[src/rtl/lfsr_pkg.sv]
// Constants and helpers shared by the 64-bit LFSR keystream generator and its
// receive-side sync checker.
package lfsr_pkg;

  localparam int unsigned LFSR_W = 64;
  localparam logic [LFSR_W-1:0] DEFAULT_TAPS = 64'hD800_0000_0000_0000;

  typedef enum logic [1:0] {
    ST_HUNT   = 2'd0,
    ST_CHECK  = 2'd1,
    ST_LOCKED = 2'd2
  } state_e;

  function automatic logic tap_parity(input logic [LFSR_W-1:0] win,
                                      input logic [LFSR_W-1:0] taps);
    return ^(win & taps);
  endfunction

  function automatic logic [31:0] sat_inc32(input logic [31:0] v);
    return (v == 32'hFFFF_FFFF) ? v : v + 32'd1;
  endfunction

endpackage

[src/rtl/lfsr_window_64bit.sv]
// 64-bit receive window (bit 0 = newest) with a selectable load bit
// and a combinational prediction of the next keystream bit.
module lfsr_window_64bit
  import lfsr_pkg::*;
#(
  parameter logic [LFSR_W-1:0] TAPS = DEFAULT_TAPS
) (
  input  logic clk_i,
  input  logic rst_ni,
  input  logic shift_i,
  input  logic sel_pred_i,
  input  logic bit_i,
  output logic pred_o,
  output logic fill_zero_o
);

  logic [LFSR_W-1:0] win_q;
  logic [LFSR_W-1:0] win_d;
  logic              pred_s;
  logic              in_bit_s;

  // Prediction, load-bit selection and next window value
  always_comb begin
    pred_s      = tap_parity(win_q, TAPS);
    in_bit_s    = sel_pred_i ? pred_s : bit_i;
    // Would the window become the lock-up value if bit_i were shifted in now?
    fill_zero_o = ~|{win_q[LFSR_W-2:0], bit_i};
    if (shift_i) begin
      win_d = {win_q[LFSR_W-2:0], in_bit_s};
    end else begin
      win_d = win_q;
    end
  end

  assign pred_o = pred_s;

  // Window register
  always_ff @(posedge clk_i or negedge rst_ni) begin
    if (!rst_ni) begin
      win_q <= {LFSR_W{1'b0}};
    end else begin
      win_q <= win_d;
    end
  end

endmodule

[src/rtl/lfsr_sync_checker_64bit.sv]
// Self-synchronising keystream checker: hunts for a valid 64-bit window,
// confirms it, then flywheels on its own prediction and counts bit errors.
module lfsr_sync_checker_64bit
  import lfsr_pkg::*;
#(
  parameter logic [LFSR_W-1:0] TAPS       = DEFAULT_TAPS,
  parameter int unsigned       LOCK_CNT   = 16,
  parameter int unsigned       ERR_THRESH = 8,
  parameter int unsigned       ERR_WIN    = 256
) (
  input  logic        i_clk,
  input  logic        i_rst,
  input  logic        i_valid,
  input  logic        i_bit,
  input  logic        i_clr,
  output logic [1:0]  o_state,
  output logic        o_locked,
  output logic        o_err,
  output logic [31:0] o_err_cnt,
  output logic [31:0] o_bit_cnt
);

  localparam int unsigned WIN_W = $clog2(ERR_WIN);
  localparam logic [7:0]       LOCK_CNT_V   = 8'(LOCK_CNT);
  localparam logic [WIN_W:0]   ERR_THRESH_V = (WIN_W+1)'(ERR_THRESH);
  localparam logic [WIN_W-1:0] WIN_LAST     = {WIN_W{1'b1}};
  localparam logic [WIN_W-1:0] WIN_ONE      = {{(WIN_W-1){1'b0}}, 1'b1};

  state_e           state_q, state_d;
  logic [5:0]       fill_q, fill_d;
  logic [7:0]       match_q, match_d;
  logic [WIN_W-1:0] win_cnt_q, win_cnt_d;
  logic [WIN_W:0]   win_err_q, win_err_d;
  logic             err_q, err_d;
  logic             locked_q, locked_d;
  logic [31:0]      err_cnt_q, err_cnt_d;
  logic [31:0]      bit_cnt_q, bit_cnt_d;

  logic             pred_s;
  logic             fill_zero_s;
  logic             mismatch_s;
  logic [WIN_W:0]   win_err_inc_s;

  lfsr_window_64bit #(.TAPS(TAPS)) u_window (
    .clk_i       (i_clk),
    .rst_ni      (i_rst),
    .shift_i     (i_valid),
    .sel_pred_i  (state_q == ST_LOCKED),
    .bit_i       (i_bit),
    .pred_o      (pred_s),
    .fill_zero_o (fill_zero_s)
  );

  assign mismatch_s    = i_bit ^ pred_s;
  assign win_err_inc_s = win_err_q + {{WIN_W{1'b0}}, mismatch_s};

  // Next-state logic for the acquisition FSM and statistics counters
  always_comb begin
    state_d   = state_q;
    fill_d    = fill_q;
    match_d   = match_q;
    win_cnt_d = win_cnt_q;
    win_err_d = win_err_q;
    err_d     = 1'b0;
    if (i_valid) begin
      case (state_q)
        ST_HUNT: begin
          if (fill_q == 6'd63) begin
            fill_d = 6'd0;
            if (!fill_zero_s) begin
              state_d = ST_CHECK;
              match_d = 8'd0;
            end else begin
              state_d = ST_HUNT;
            end
          end else begin
            fill_d = fill_q + 6'd1;
          end
        end
        ST_CHECK: begin
          if (mismatch_s) begin
            err_d   = 1'b1;
            state_d = ST_HUNT;
            fill_d  = 6'd0;
          end else if (match_q + 8'd1 == LOCK_CNT_V) begin
            state_d   = ST_LOCKED;
            win_cnt_d = {WIN_W{1'b0}};
            win_err_d = {(WIN_W+1){1'b0}};
          end else begin
            match_d = match_q + 8'd1;
          end
        end
        ST_LOCKED: begin
          err_d     = mismatch_s;
          win_cnt_d = win_cnt_q + WIN_ONE;
          // Threshold is tested before the window wrap so it wins on a tie
          if (win_err_inc_s >= ERR_THRESH_V) begin
            state_d   = ST_HUNT;
            fill_d    = 6'd0;
            win_err_d = {(WIN_W+1){1'b0}};
          end else if (win_cnt_q == WIN_LAST) begin
            win_err_d = {(WIN_W+1){1'b0}};
          end else begin
            win_err_d = win_err_inc_s;
          end
        end
        default: begin
          state_d = ST_HUNT;
          fill_d  = 6'd0;
        end
      endcase
    end else begin
      state_d = state_q;
    end

    if (i_clr) begin
      err_cnt_d = 32'd0;
      bit_cnt_d = 32'd0;
    end else if (i_valid && (state_q != ST_HUNT)) begin
      err_cnt_d = err_d ? sat_inc32(err_cnt_q) : err_cnt_q;
      bit_cnt_d = sat_inc32(bit_cnt_q);
    end else begin
      err_cnt_d = err_cnt_q;
      bit_cnt_d = bit_cnt_q;
    end

    locked_d = (state_d == ST_LOCKED);
  end

  // State, counter and output registers
  always_ff @(posedge i_clk or negedge i_rst) begin
    if (!i_rst) begin
      state_q   <= ST_HUNT;
      fill_q    <= 6'd0;
      match_q   <= 8'd0;
      win_cnt_q <= {WIN_W{1'b0}};
      win_err_q <= {(WIN_W+1){1'b0}};
      err_q     <= 1'b0;
      locked_q  <= 1'b0;
      err_cnt_q <= 32'd0;
      bit_cnt_q <= 32'd0;
    end else begin
      state_q   <= state_d;
      fill_q    <= fill_d;
      match_q   <= match_d;
      win_cnt_q <= win_cnt_d;
      win_err_q <= win_err_d;
      err_q     <= err_d;
      locked_q  <= locked_d;
      err_cnt_q <= err_cnt_d;
      bit_cnt_q <= bit_cnt_d;
    end
  end

  assign o_state   = state_q;
  assign o_locked  = locked_q;
  assign o_err     = err_q;
  assign o_err_cnt = err_cnt_q;
  assign o_bit_cnt = bit_cnt_q;

endmodule

[config.mk]
export PLATFORM = sky130hd
export DESIGN_NAME = lfsr_sync_checker_64bit
export DESIGN_NICKNAME = d
export VERILOG_FILES = /design/src/rtl/lfsr_pkg.sv /design/src/rtl/lfsr_window_64bit.sv /design/src/rtl/lfsr_sync_checker_64bit.sv
export SDC_FILE = /design/constraint.sdc
export NUM_CORES = 1
export LEC_CHECK = 0
export CORE_ASPECT_RATIO = 1.1
export CORE_MARGIN = 1.5
export CORE_UTILIZATION = 60
export CTS_CLUSTER_DIAMETER = 50
export DETAILED_ROUTE_END_ITERATION = 8
export PLACE_DENSITY = 0.83
export SLEW_MARGIN = 5
export SYNTH_ARGS = -nofsm -noshare
export SYNTH_HDL_FRONTEND = slang
export SYNTH_SLANG_ARGS = --single-unit
[constraint.sdc]
create_clock -name i_clk -period 5.9 [get_ports i_clk]
set_clock_uncertainty 0.15 [all_clocks]
set_input_delay 1.77 -clock i_clk [delete_from_list [all_inputs] [get_ports i_clk]]
set_output_delay 1.77 -clock i_clk [all_outputs]
set_load 0.02 [all_outputs]
run_1/flops_by_reg.png
Scale bar: 20 um. Other sequential cells in the stronger gray, the rest of the logic in the fainter gray.
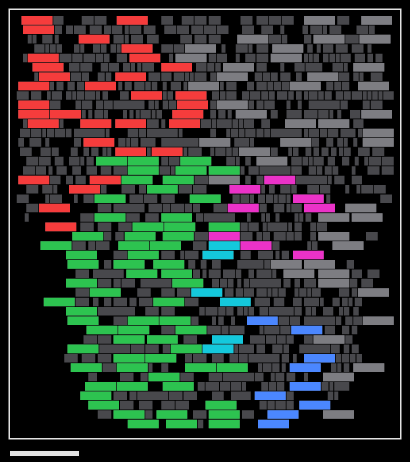
| signal | color | placed flops |
|---|---|---|
| `match_q` | magenta | 8 |
| `u_window.win_q` | green | 64 |
| `win_err_q` | blue | 9 |
| `fill_q` | cyan | 6 |
| `o_bit_cnt` | red | 32 |
not colored: 44
Seq area share: 0.435
sequential group power: 1390 uW
area taken by flip-flops and latches: 4080 um2
Finished Core Util: 0.716

run_1/cell_density.png
Scale bar: 20 um. The die is cut into 11 by 12 equal tiles; dark purple is low, yellow is high, 0 to 100% covered.
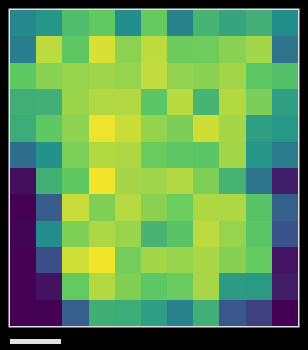
tiles over 75% full: 51%
nearly empty tiles: 5.3%
mean over tiles: 65%
emptiest ninth of the die: bottom left
initial cell density of the core: 0.610
Core Box Area: 13,100 um2

run_1/metal_density.png
The die is cut into 23 by 25 equal tiles; dark purple is low, yellow is high, scaled to the fullest tile. Values are wire area over tile area, all layers added.
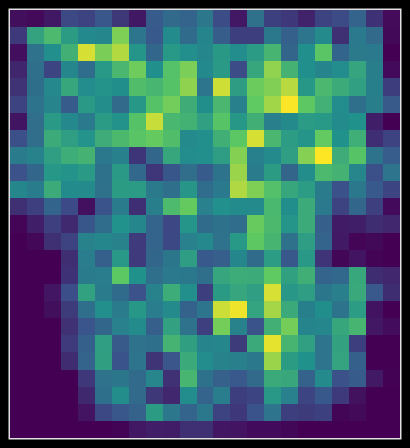
tiles over half the peak: 30%
densest ninth of the die: top middle
fullest tile: 0.50
emptiest ninth of the die: bottom left
mean over tiles: 0.19
nearly empty tiles: 11%
final wirelength: 16,900 um
GRT Total Usage: 0.254

==> metrics.log, run 1 <==
[report] implementation figures
INFO  metric outcome = finished clean
INFO  metric gp_congestion = just under 0.9
INFO  metric die-height = approximately 120 um
INFO  metric crit_arrival = ~5.0 ns
INFO  metric peak_vdd_ir = around 0.21 mV
INFO  metric power-per-cell-area = 316 nW/um2
INFO  metric lay_top_count = sky130_fd_sc_hd__dfrtp_1
INFO  metric number_of_global_route_vias_before_repair = around 6,000
INFO  metric final_layout_top_logic_cells = sky130_fd_sc_hd__dfrtp_1 (163), sky130_fd_sc_hd__nor2_1 (70), sky130_fd_sc_hd__clkdlybuf4s50_1 (69)
INFO  metric grt_pass1_wl = around 29,000 um
INFO  metric yosysWarningCount = 0
INFO  metric cts-buffers-inserted = 17
INFO  metric syn_to_final_growth = 17.3%
INFO  metric crit_fanout = 8
INFO  metric clk_pin_slew_worst_paths = about 0.060 ns
INFO  metric cts_post_setup_buffers_inserted = 0
INFO  metric final_total_negative_setup_slack = 0 ns
INFO  metric postSynthNetCount = 762
INFO  metric synth-cells-yosys = about 750
INFO  metric reg2reg_slack = about 2.4 ns
INFO  metric gr-total-overflow = 0
INFO  metric post_synth_edffs = 0
INFO  metric synthDominantAreaCellType = sky130_fd_sc_hd__dfrtp_1
INFO  metric timing.fmax = between 200 and 250 MHz
INFO  metric synth.top_cells.by_area = sky130_fd_sc_hd__dfrtp_1 (51%), sky130_fd_sc_hd__mux2_2 (9.0%), sky130_fd_sc_hd__xor2_1 (4.7%)
INFO  metric fin_hold_ws = roughly 0.34 ns
INFO  metric rsz0062_at_grt = no
INFO  metric worstPathRequired = between 6 and 7 ns
INFO  metric grt_max_degree = 77
INFO  metric cts.root.buffer_cell = sky130_fd_sc_hd__clkbuf_16
INFO  metric cts_hold_buf = 0
INFO  metric nFillCells = about 900
INFO  metric n_diodes = 0
INFO  metric clk-insertion-delay-late = around 0.42 ns
INFO  metric tightest_slew = approximately 1.2 ns
INFO  metric worstRegToRegCells = 10
INFO  metric detail_route.drc_violations = 0
INFO  metric syn_avg_cell_area = about 11 um2
INFO  metric slowest_delay = 0.57 ns
[run 1: worst max-delay path, delay by kind of cell]
kind / cells / cell delay [ns]
xor+xnor: 1 / 0.57
simple gates: 1 / 0.10
buf+inv: 1 / 0.51
compound gates: 5 / 1.50
fa+ha+maj: 2 / 0.52
[run 1: worst min path at each step]
stage / startpoint / to / slack [ns] / cells after the start
2_1_floorplan: win_cnt_q[7]$_DFFE_PN0P_ / win_cnt_q[7]$_DFFE_PN0P_ / 0.30 / 1
3_3_place_gp: win_cnt_q[7]$_DFFE_PN0P_ / win_cnt_q[7]$_DFFE_PN0P_ / 0.31 / 1
3_5_place_dp: win_cnt_q[7]$_DFFE_PN0P_ / win_cnt_q[7]$_DFFE_PN0P_ / 0.33 / 1
4_1_cts: win_cnt_q[7]$_DFFE_PN0P_ / win_cnt_q[7]$_DFFE_PN0P_ / 0.34 / 1
5_1_grt: win_cnt_q[7]$_DFFE_PN0P_ / win_cnt_q[7]$_DFFE_PN0P_ / 0.38 / 1
6_report: win_cnt_q[7]$_DFFE_PN0P_ / win_cnt_q[7]$_DFFE_PN0P_ / 0.34 / 1
[run 1: layout make-up]
cell class              instances  area (um2)  area share
clock buffers                  20         447      0.0476
repair buffers                 75         734      0.0783
inverters                      16        60.1     0.00640
well taps                     161         201      0.0215
multi-input cells             537        3720       0.397
flip-flops and latches        163        4080       0.435
clock inverters                12         134      0.0143
[run 1: layer usage]
layer | GRT usage | wire (um)
met5 | 0 | 0
met4 | 0.101 | 282
met3 | 0.0462 | 544
met2 | 0.428 | 8840
met1 | 0.330 | 7290
[run 1: power by group]
part           leakage (uW)  total [uW]  internal [uW]  switching (uW)
combinational       0.00168         487            224             262
sequential          0.00222        1390           1260             132
clock              0.000268        1080            634             446
[run 1: kinds of logic after synthesis]
family | Yosys count | share of synthesized area
compound gates | 74 | 0.0673
xor+xnor | 62 | 0.0709
buf+inv | 46 | 0.0240
fa+ha+maj | 11 | 0.0172
simple gates | 323 | 0.216
mux | 67 | 0.0939
flops | 163 | 0.510
[run 1: flip-flops by register name, summed over array words and instances, names as in the netlist]
name,count
u_window.win_q,64
o_bit_cnt,32
o_err_cnt,32
win_err_q,9
match_q,8
win_cnt_q,8
fill_q,6
o_state,2
o_err,1
o_locked,1
[run 1: through the flow]
step           total power [uW]  utilization  area, um2
6_report                   2960        0.716       9380
5_1_grt                    3090        0.716       9380
4_1_cts                    2970        0.716       9380
3_5_place_dp               1890        0.671       8800
3_3_place_gp               1850        0.671       8800
2_1_floorplan              1720            -       7990
run_1/wires.png
Only two layers are drawn.
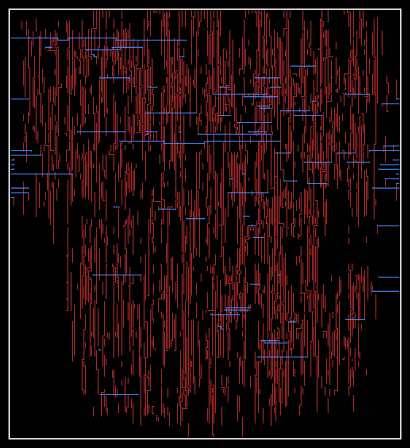

--- run 2 (diff from run 1) ---
Settings changed: CORE_UTILIZATION 60 to 52, PLACE_DENSITY 0.83 to 0.76.
Clock period 5.9 ns to 4.42 ns, I/O delays scaled along.
run_2/wires.png
Only two layers are drawn.
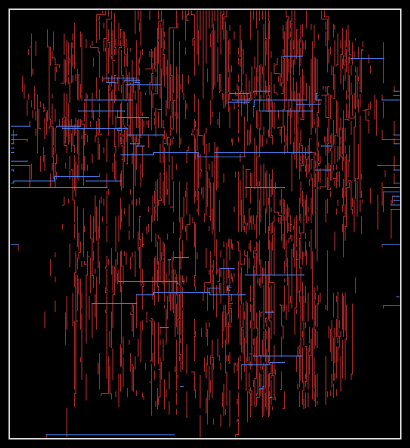
| layer | color | wire length |
|---|---|---|
| metal 2 | red | 8,520 um |
| metal 3 | blue | 621 um |
Via Count: 5,952
final wirelength: 16,700 um

==> run 2 against run 1 <==
Net effect:
- final cell count is 4.3% higher
- die area increased by 15%
- worst setup slack worse by 0.90 ns
- routed wire length decreased by 1.2%
- synthesized cell count unchanged
- flip-flop count unchanged
- hold slack improved by 0.0071 ns
- core utilization down 8.8 points
- global-route usage decreased by 3.7 points
- combinational power grew 35%
- power grew 31%
- largest cell class unchanged
- highest routed layer unchanged
==> metrics.log, run 2 <==
[report] implementation figures
INFO  metric tightest_slew = 0.905 ns (-0.258 ns)
INFO  metric gp_congestion = 0.819 (-5.9%)
INFO  metric gr-total-overflow = 0 (unchanged)
INFO  metric synth.mux.area_fraction = 0.0939 (unchanged)
INFO  metric fp.coreArea = 15,100 um2 (+15%)
INFO  metric postSynthNetCount = 762 (unchanged)
INFO  metric reg2reg_slack = 1.01 ns (-1.34 ns)
INFO  metric peak_vdd_ir = 0.240 mV (+15%)
INFO  metric top_logic_kind = simple AND/OR/NAND/NOR gates
INFO  metric rsz0062_at_grt = no
INFO  metric hold_path_startpoint = win_cnt_q[7]$_DFFE_PN0P_
INFO  metric crit_fanout = 5 (-3)
INFO  metric post_synth_edffs = 0 (unchanged)
INFO  metric grt_max_degree = 79 (+2.6%)
INFO  metric synthDominantAreaCellType = sky130_fd_sc_hd__dfrtp_1
INFO  metric grt_pass1_wl = 28,300 um (-1.2%)
INFO  metric report.power.total = 3890 uW (+31%)
INFO  metric n_diodes = 0 (unchanged)
INFO  metric min_delay_path_depth = 1 (unchanged)
INFO  metric outcome = finished clean
INFO  metric power-per-cell-area = 411 nW/um2 (+30%)
INFO  metric clk_pin_slew_worst_paths = 0.06 ns (about the same)
INFO  metric final_layout_top_logic_cells = sky130_fd_sc_hd__dfrtp_1 (163), sky130_fd_sc_hd__nor2_1 (70), sky130_fd_sc_hd__clkdlybuf4s50_1 (69)
INFO  metric crit_buf_inv = 1 (unchanged)
INFO  metric syn_to_final_growth = 18.2%
INFO  metric cts-buffers-inserted = 17 (unchanged)
INFO  metric synth-simple-area-share = 0.216 (unchanged)
run_2/clocks.png
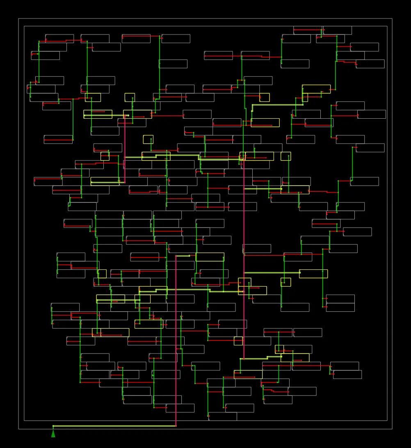
clock latency reported for the late side of the worst-skew pair: 0.43 ns
reported clock group power: 1380 uW

==> run 2: netlist changes by cell type in the layout (fill, tap and decap cells not counted), sizes merged <==
cell	previous run	this run
clkbuf	20	19
buf	6	13
bufinv	2	0
clkinv	5	4
inv	16	20
==> run 2: kinds of logic (layout without fill, tap and decap cells) <==
family                   count (synthesis)  after routing
buffers and inverters                   46            130
XOR/XNOR                                62             62
flip-flops                             163            163
AND/OR/NAND/NOR                        323            323
AND-OR/OR-AND                           74             74
multiplexers                            67             67
adder cells (fa/ha/maj)                 11             11
==> run 2: worst max-delay path by stage <==
| stage | startpoint | to | slack [ns] | cells past startpoint |
|---|---|---|---|---|
| 5_1_grt | i_bit | o_locked$_DFF_PN0_ | 0.006 | 10 |
| 3_5_place_dp | i_bit | o_locked$_DFF_PN0_ | -0.18 | 10 |
| 4_1_cts | i_bit | o_locked$_DFF_PN0_ | 0.22 | 10 |
| 3_3_place_gp | i_bit | fill_q[0]$_DFFE_PN0P_ | 0.07 | 10 |
| 2_1_floorplan | i_bit | o_locked$_DFF_PN0_ | 0.56 | 9 |
| 6_report | i_bit | o_locked$_DFF_PN0_ | 0.18 | 10 |
==> run 2: area by class of cell <==
type,instances,area (um2)
inverter,16,60.1
timing repair buffer,82,787
clock buffer,19,453
fill,1245,5610
sequential,163,4080
multi-input combinational,537,3720
tap,196,245
clock inverter,13,103
==> run 2: metrics by stage <==
step	hold WS [ns]	cells	utilization	instance area (um2)
after floorplan	0.299	746	-	7990
after global placement	0.313	994	0.591	8890
after detailed placement	0.325	994	0.591	8890
after CTS	0.347	1026	0.628	9450
after global routing	0.381	1026	0.628	9450
final	0.349	1026	0.628	9450
==> run 2: metal layers <==
layer	track usage	routed length [um]
met5	0	0
met4	0.0647	221
met3	0.0517	620
met2	0.363	8520
met1	0.281	7380
==> run 2: power breakdown <==
part | internal, uW | switching [uW]
Combinational | 305 | 351
Clock | 756 | 620
Sequential | 1690 | 169
run_2/flops_by_reg.png
Scale bar: 20 um. Other sequential cells in the stronger gray, the rest of the logic in the fainter gray.
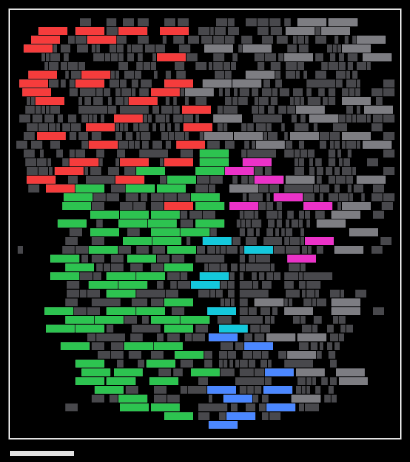

--- run 3 (diff from run 2) ---
Settings changed: CORE_UTILIZATION 52 to 30, PLACE_DENSITY 0.76 to not set.
run_3/flops_by_reg.png
Scale bar: 50 um. Other sequential cells in the stronger gray, the rest of the logic in the fainter gray.
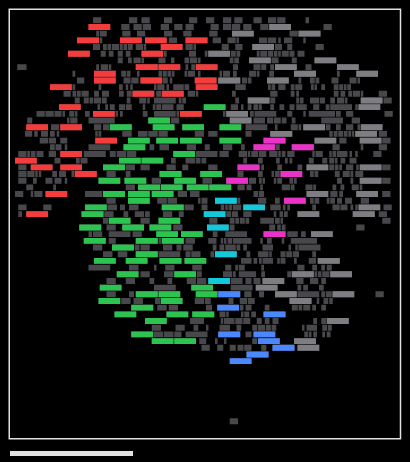
| signal | color | placed flops |
|---|---|---|
| `win_err_q` | blue | 9 |
| `fill_q` | cyan | 6 |
| `match_q` | magenta | 8 |
| `o_bit_cnt` | red | 32 |
| `u_window.win_q` | green | 64 |
not colored: 44
Seq area share: 0.420
sequential group power: 1850 uW
Finished Core Util: 0.372

==> run 3 against run 2 <==
Net effect:
- flip-flop count unchanged
- clock-buffer cell count up 3
- critical path type unchanged
- clock power up about 10%
- critical path depth down 2
- routed wire length up 2.1%
- combinational power about the same
- non-clock buffer count up 2
- fmax up 4.7%
==> metrics.log, run 3 <==
[report] implementation figures
INFO  metric sum_of_net_half_perimeters_after_detailed_placement = 11,700 um
INFO  metric timing.max_cap.violations = 0
INFO  metric detail_route.first_pass.iterations = 4
INFO  metric power-per-cell-area = 415 nW/um2 (+0.94%)
INFO  metric tightest_slew = 0.922 ns (+0.0169 ns)
INFO  metric rsz0062_at_grt = no
INFO  metric crit_buf_inv = 1 (unchanged)
INFO  metric crit_cells = 8 (-2)
INFO  metric synth.mux.area_fraction = 0.0939 (unchanged)
INFO  metric grt_pass1_wl = 29,500 um (+3.9%)
INFO  metric grt_max_degree = 61 (-23%)
INFO  metric critPathCapture = win_err_q[2]$_DFFE_PN0P_
INFO  metric outcome = finished clean
INFO  metric top_post_synthesis_cells_by_count = sky130_fd_sc_hd__dfrtp_1 (163), sky130_fd_sc_hd__nor2_1 (70), sky130_fd_sc_hd__mux2_2 (64)
INFO  metric gp_congestion = 0.807 (-1.5%)
INFO  metric final_layout_top_logic_cells = sky130_fd_sc_hd__dfrtp_1 (163), sky130_fd_sc_hd__nor2_1 (70), sky130_fd_sc_hd__clkdlybuf4s50_1 (69)
INFO  metric synth_top_cell_by_count = sky130_fd_sc_hd__dfrtp_1
INFO  metric report.power.total = 4030 uW (+3.8%)
INFO  metric synthDominantAreaCellType = sky130_fd_sc_hd__dfrtp_1
INFO  metric cts_post_setup_buffers_inserted = 0
INFO  metric postSynthNetCount = 762 (unchanged)
INFO  metric n_diodes = 0 (unchanged)
INFO  metric critPathLaunch = i_bit
INFO  metric via_count = 5,795 (-2.6%)
INFO  metric synth-simple-area-share = 0.216 (unchanged)
INFO  metric peak_vdd_ir = 0.222 mV (-7.8%)
INFO  metric gr-total-overflow = 0 (unchanged)
INFO  metric worst-setup-path-type = input port to register
INFO  metric lay_top_count = sky130_fd_sc_hd__dfrtp_1
INFO  metric clk_pin_slew_worst_paths = 0.06 ns (about the same)
INFO  metric syn_to_final_growth = 21.6%
INFO  metric fp.coreArea = 26,100 um2 (+74%)
INFO  metric finalWirelength = 17,100 um (+2.1%)
run_3/clocks.png
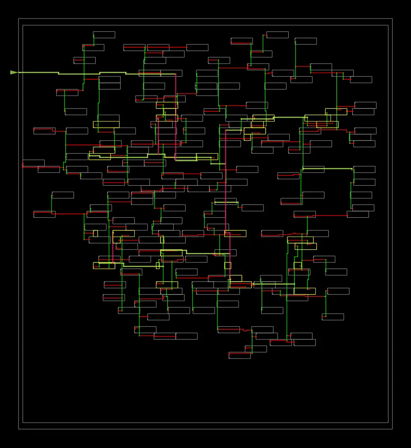
number of buffers inserted during clock tree synthesis: 17
clock latency reported for the late side of the worst-skew pair: 0.42 ns
sinks on the clock net: 163
FFs & Latches: 163

run 3: cell counts after synthesis:
Identical to the previous run, type by type.
run 3: cells by family after synthesis:
kind of cell	Yosys count
mux	67
fa+ha+maj	11
xor+xnor	62
compound gates	74
flops	163
simple gates	323
buf+inv	46
run 3: cell type report:
type | count | area, um2
multi-input combinational | 537 | 3720
clock buffer | 22 | 474
sequential | 163 | 4080
timing repair buffer | 84 | 815
tap | 352 | 440
fill | 2599 | 16400
inverter | 16 | 60.1
clock inverter | 8 | 128
run 3: metal layers:
metal / GRT usage / share of wire / up-vias
met5: 0 / 0 / -
met4: 0.0374 / 0.011 / 0
met3: 0.0354 / 0.033 / 16
met2: 0.206 / 0.47 / 80
met1: 0.181 / 0.49 / 2858
li1: - / - / 2841
run 3: worst min path at each step:
stage	cells past startpoint	endpoint	startpoint	slack (ns)
finish	1	win_cnt_q[7]$_DFFE_PN0P_	win_cnt_q[7]$_DFFE_PN0P_	0.33
global route	1	win_cnt_q[7]$_DFFE_PN0P_	win_cnt_q[7]$_DFFE_PN0P_	0.36
CTS	1	win_cnt_q[7]$_DFFE_PN0P_	win_cnt_q[7]$_DFFE_PN0P_	0.33
detailed placement	1	win_cnt_q[7]$_DFFE_PN0P_	win_cnt_q[7]$_DFFE_PN0P_	0.32
global placement	1	win_cnt_q[7]$_DFFE_PN0P_	win_cnt_q[7]$_DFFE_PN0P_	0.32
floorplan	1	win_cnt_q[7]$_DFFE_PN0P_	win_cnt_q[7]$_DFFE_PN0P_	0.30
run 3: through the flow:
step / area, um2 / cells
finish: 9720 / 1182
global route: 9720 / 1182
CTS: 9720 / 1182
detailed placement: 9120 / 1152
global placement: 9120 / 1152
floorplan: 7990 / 746
run 3: where the power goes:
group	switching, uW	internal (uW)	leakage [uW]
clock network	600	929	0.000288
registers	164	1690	0.00222
logic	349	306	0.00173
run 3: worst register-to-register path, stage by stage (launching register included):
cell and delay, ns:
sky130_fd_sc_hd__dfrtp_1 0.43, sky130_fd_sc_hd__xnor2_2 0.23, sky130_fd_sc_hd__xor3_2 0.39, sky130_fd_sc_hd__ha_1 0.21, sky130_fd_sc_hd__and3_1 0.22, sky130_fd_sc_hd__o41ai_1 0.74, sky130_fd_sc_hd__o211ai_1 0.35, sky130_fd_sc_hd__nor4b_1 0.33
sky130_fd_sc_hd__a21o_1 0.12
Power is estimated from default activity; no workload was simulated.
